[config.mk]
export PLATFORM = sky130hd
export DESIGN_NAME = i2s_rx_capture
export DESIGN_NICKNAME = d
export VERILOG_FILES = /design/src/rtl/i2s_pkg.sv /design/src/rtl/sync_2ff.sv /design/src/rtl/i2s_rx_capture.sv
export SDC_FILE = /design/constraint.sdc
export NUM_CORES = 1
export LEC_CHECK = 0
export ABC_AREA = 1
export CORE_MARGIN = 2
export CORE_UTILIZATION = 40
export CTS_BUF_LIST = sky130_fd_sc_hd__clkbuf_4 sky130_fd_sc_hd__clkbuf_8
export DETAILED_ROUTE_END_ITERATION = 7
export SYNTH_ARGS = -nofsm -noshare
export SYNTH_HDL_FRONTEND = slang
export SYNTH_SLANG_ARGS = --single-unit
[constraint.sdc]
create_clock -name clk -period 1.6 [get_ports clk]
set_input_delay 0.48 -clock clk [delete_from_list [all_inputs] [get_ports clk]]
set_output_delay 0.48 -clock clk [all_outputs]
set_load 0.005 [all_outputs]
[src/rtl/i2s_pkg.sv]
`default_nettype none
// ============================================================================
// Module      : i2s_pkg
// Description : Shared I2S frame constants, channel encoding and divider helper.
// Revision    : 1.0 - initial release
// ============================================================================
package i2s_pkg;

    localparam int SLOT_BITS  = 32;
    localparam int FRAME_BITS = 64;
    localparam int BIT_CNT_W  = $clog2(FRAME_BITS);

    typedef enum logic {
        CH_LEFT  = 1'b0,
        CH_RIGHT = 1'b1
    } i2s_channel_e;

    // Half-period of the serial clock measured in system clocks.
    function automatic int calc_half_div(input int clk_freq, input int sck_freq);
        return clk_freq / (2 * sck_freq);
    endfunction

endpackage
`default_nettype wire

[src/rtl/sync_2ff.sv]
`default_nettype none
// ============================================================================
// Module      : sync_2ff
// Description : Generic two-flop synchroniser for signals asynchronous to clk.
// Revision    : 1.0 - initial release
// ============================================================================
module sync_2ff #(
    parameter int               WIDTH     = 1,
    parameter logic [WIDTH-1:0] RESET_VAL = '0
) (
    input  logic             clk,
    input  logic             rst,
    input  logic [WIDTH-1:0] d_i,
    output logic [WIDTH-1:0] q_o
);

    logic [WIDTH-1:0] meta_q;
    logic [WIDTH-1:0] sync_q;

    always_ff @(posedge clk) begin
        if (rst) begin
            meta_q <= RESET_VAL;
            sync_q <= RESET_VAL;
        end else begin
            meta_q <= d_i;
            sync_q <= meta_q;
        end
    end

    assign q_o = sync_q;

endmodule
`default_nettype wire

[src/rtl/i2s_rx_capture.sv]
`default_nettype none
// ============================================================================
// Module      : i2s_rx_capture
// Description : I2S master receiver; generates sck/ws, captures one channel.
// Revision    : 1.0 - initial release
// ============================================================================
module i2s_rx_capture
    import i2s_pkg::*;
#(
    parameter int CLK_FREQ  = 50_000_000,
    parameter int SCK_FREQ  = 3_125_000,
    parameter int DATA_SIZE = 24,
    parameter int CHANNEL   = 0
) (
    input  logic                 clk,
    input  logic                 rst,
    input  logic                 en,
    output logic                 i2s_clk,
    output logic                 i2s_ws,
    input  logic                 i2s_sd,
    output logic [DATA_SIZE-1:0] sample_data,
    output logic                 sample_valid,
    input  logic                 sample_ready,
    output logic [15:0]          overrun_count
);

    localparam int HALF_DIV = calc_half_div(CLK_FREQ, SCK_FREQ);
    localparam int DIV_W    = $clog2(HALF_DIV);
    localparam int OVR_W    = 16;

    localparam logic [DIV_W-1:0]     DIV_LAST  = DIV_W'(HALF_DIV - 1);
    localparam i2s_channel_e         CH_SEL    = i2s_channel_e'(CHANNEL[0]);
    localparam int                   CH_OFF    = (CH_SEL == CH_RIGHT) ? SLOT_BITS : 0;
    localparam logic [BIT_CNT_W-1:0] FIRST_BIT = BIT_CNT_W'(CH_OFF + 1);
    localparam logic [BIT_CNT_W-1:0] LAST_BIT  = BIT_CNT_W'(CH_OFF + DATA_SIZE);
    localparam logic [BIT_CNT_W-1:0] WS_HIGH   = BIT_CNT_W'(SLOT_BITS);
    localparam logic [OVR_W-1:0]     OVR_MAX   = {OVR_W{1'b1}};

    if (HALF_DIV < 4) begin : g_err_half_div
        $error("i2s_rx_capture: CLK_FREQ/(2*SCK_FREQ) must be at least 4");
    end
    if ((CLK_FREQ % (2 * SCK_FREQ)) != 0) begin : g_err_div_exact
        $error("i2s_rx_capture: CLK_FREQ must be divisible by 2*SCK_FREQ");
    end
    if ((DATA_SIZE < 1) || (DATA_SIZE > 31)) begin : g_err_data_size
        $error("i2s_rx_capture: DATA_SIZE must be in 1..31");
    end
    if ((CHANNEL < 0) || (CHANNEL > 1)) begin : g_err_channel
        $error("i2s_rx_capture: CHANNEL must be 0 or 1");
    end

    logic [DIV_W-1:0]     div_cnt_q, div_cnt_d;
    logic                 sck_q, sck_d;
    logic                 ws_q, ws_d;
    logic [BIT_CNT_W-1:0] bit_cnt_q, bit_cnt_d;
    logic [DATA_SIZE-1:0] shift_q, shift_d;
    logic                 done_q, done_d;
    logic [DATA_SIZE-1:0] data_q, data_d;
    logic                 valid_q, valid_d;
    logic [OVR_W-1:0]     ovr_q, ovr_d;

    logic sd_sync;
    logic div_wrap;
    logic fall_tick;
    logic in_window;
    logic xfer;

    sync_2ff #(
        .WIDTH     (1),
        .RESET_VAL (1'b0)
    ) u_sd_sync (
        .clk (clk),
        .rst (rst),
        .d_i (i2s_sd),
        .q_o (sd_sync)
    );

    assign div_wrap  = (div_cnt_q == DIV_LAST);
    assign fall_tick = div_wrap & sck_q;
    assign in_window = (bit_cnt_q >= FIRST_BIT) && (bit_cnt_q <= LAST_BIT);
    assign xfer      = valid_q & sample_ready;

    // Serial clock, frame position and shifter; all of it collapses while en is low.
    always_comb begin
        div_cnt_d = div_cnt_q;
        sck_d     = sck_q;
        ws_d      = ws_q;
        bit_cnt_d = bit_cnt_q;
        shift_d   = shift_q;
        done_d    = 1'b0;
        if (!en) begin
            div_cnt_d = '0;
            sck_d     = 1'b0;
            ws_d      = 1'b0;
            bit_cnt_d = '0;
            shift_d   = '0;
        end else begin
            div_cnt_d = div_wrap ? '0 : div_cnt_q + 1'b1;
            if (div_wrap) begin
                sck_d = ~sck_q;
            end
            if (fall_tick) begin
                // Counter width matches the frame, so 63 wraps to 0 naturally.
                bit_cnt_d = bit_cnt_q + 1'b1;
                ws_d      = (bit_cnt_d >= WS_HIGH);
                if (in_window) begin
                    shift_d = DATA_SIZE'({shift_q, sd_sync});
                end
                done_d = (bit_cnt_q == LAST_BIT);
            end
        end
    end

    // Output holding register: a completed word loads only into a free or draining slot.
    always_comb begin
        data_d  = data_q;
        valid_d = valid_q;
        ovr_d   = ovr_q;
        if (xfer) begin
            valid_d = 1'b0;
        end
        if (done_q) begin
            if (!valid_q || xfer) begin
                data_d  = shift_q;
                valid_d = 1'b1;
            end else if (ovr_q != OVR_MAX) begin
                ovr_d = ovr_q + 1'b1;
            end
        end
    end

    always_ff @(posedge clk) begin
        if (rst) begin
            div_cnt_q <= '0;
            sck_q     <= 1'b0;
            ws_q      <= 1'b0;
            bit_cnt_q <= '0;
            shift_q   <= '0;
            done_q    <= 1'b0;
            data_q    <= '0;
            valid_q   <= 1'b0;
            ovr_q     <= '0;
        end else begin
            div_cnt_q <= div_cnt_d;
            sck_q     <= sck_d;
            ws_q      <= ws_d;
            bit_cnt_q <= bit_cnt_d;
            shift_q   <= shift_d;
            done_q    <= done_d;
            data_q    <= data_d;
            valid_q   <= valid_d;
            ovr_q     <= ovr_d;
        end
    end

    assign i2s_clk       = sck_q;
    assign i2s_ws        = ws_q;
    assign sample_data   = data_q;
    assign sample_valid  = valid_q;
    assign overrun_count = ovr_q;

endmodule
`default_nettype wire

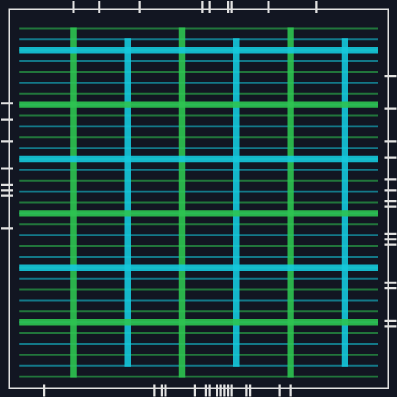
(images/pdn.png)
(4 px per micron) Pins as bars on the die edge.
cyan -> VDD
green -> VSS
met4 straps = 6
rows = 32

==> out/qor.txt <==
critical path's slowest cell -> dfxtp_2
Synth area leaders -> dfxtp_1, nand2_1, nor2_1
clock share of power -> 45.0%
Power Dens Cells -> 820 nW/um^2
r2r setup slk -> 0.12 ns
layout cells sized above 1 -> 22.9%
final worst slack -> 0.0470 ns
Initial DRT Pass Iterations -> 4
WP buf/inv -> 2
Placer Congestion -> 0.832
sequential share of power -> 52.5%
# IOs -> 48
worst path required time -> 1.12 ns
yosys cell count -> 442
Mapped Nets -> 453
worst vdd ir -> 0.501 mV
CORE AREA -> 7810 sq um
YS warnings -> 0
Post-Syn Area -> 3270 sq um
top post-synthesis cells by count -> nand2_1, dfxtp_1, nor2_1, a21oi_1, inv_1
status -> finished, final reports clean
clock slew at reported path FFs -> 0.08 ns
Cells after Synth -> 442
minimum clock period -> 1.55 ns
fin area -> 4510 sq um
Chip Area -> 8910 sq um
Final Hold Vio Count -> 0
number of filler cells placed in the layout -> 746
WHS Path Cells -> 2
Synth flops -> 78
CP max FO -> 4
Crit Path Category -> reg -> out
TritonCTS buffer count -> 9
Worst Setup SP -> overrun_count[1]
Core Rows -> 32
f_max -> 644 MHz
HPWL Detailed -> 5.08 mm
number of global-route vias before repair -> 2879
Crit path max-delay family -> buffers and inverters
pre-CTS WS -> -0.196 ns
endpoints failing setup -> 0
WHS Endpoint -> u_sd_sync.q_o
Area after DPL -> 4090 sq um
die extent in x -> 94.4 microns
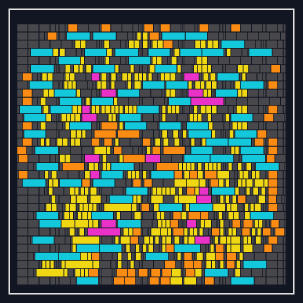
(images/cell_classes.png)
(3 px per micron) Fill, decap, tap and diode cells in grey.
orange -> other buffers and delay cells  # cells 91, share of their area 19%
magenta -> clock drivers and dummy loads  # cells 16, share of their area 5.1%
yellow -> all other logic  # cells 347, share of their area 39%
cyan -> flops  # cells 78, share of their area 37%

==> power by group through the flow <==
stage | Combinational, uW | Clock (uW) | Sequential [uW]
final | 94.0 | 1660 | 1940
after global routing | 106 | 1780 | 1940
after detailed placement | 94.3 | 0 | 1990
after global placement | 93.9 | 0 | 1990
after floorplan | 46.4 | 0 | 1990
after CTS | 94.7 | 1690 | 1940
==> repair_timing <==
action / 4_1_cts / 5_1_grt
hold endpoints to repair: 0 / 0
pin swaps: 0 / 9
setup buffers: 10 / 1
setup endpoints to repair: 50 / 38
gates cloned: 0 / 0
resized: 77 / 31
==> layer usage <==
layer  part of all wire, %  track usage [%]
met2                    46             29.5
met3                   2.6             3.27
met1                    50             23.3
met5                     0                0
met4                   1.5             7.61
==> per-stage QoR <==
step | util (%) | total power [uW] | hold WS, ns | std cells
2_1_floorplan | - | 2040 | 0.388 | 442
3_3_place_gp | 52.3 | 2090 | 0.406 | 607
3_5_place_dp | 52.3 | 2090 | 0.414 | 607
4_1_cts | 56.1 | 3730 | 0.426 | 633
5_1_grt | 57.8 | 3830 | 0.455 | 634
6_report | 57.8 | 3700 | 0.419 | 634
==> layout make-up <==
cell class / count / area [sq um] / area share (%)
tap: 102 / 128 / 2.83
multi-input combinational: 300 / 1540 / 34.1
inverter: 47 / 176 / 3.91
clock buffer: 10 / 131 / 2.91
clock inverter: 6 / 93.8 / 2.08
timing repair buffer: 91 / 838 / 18.6
sequential: 78 / 1610 / 35.6
==> kinds of logic (layout without fill, tap and decap cells) <==
family / count (synthesis) / count (layout) / share of synthesized area, %
DFF: 78 / 78 / 47.8
adders and majority gates: 6 / 6 / 2.30
AOI/OAI and AO/OA: 79 / 79 / 12.3
buffers and inverters: 64 / 154 / 8.50
xor gates and xnor gates: 6 / 6 / 1.61
and+or+nand+nor: 209 / 209 / 27.5
Power and IR drop assume default switching activity.
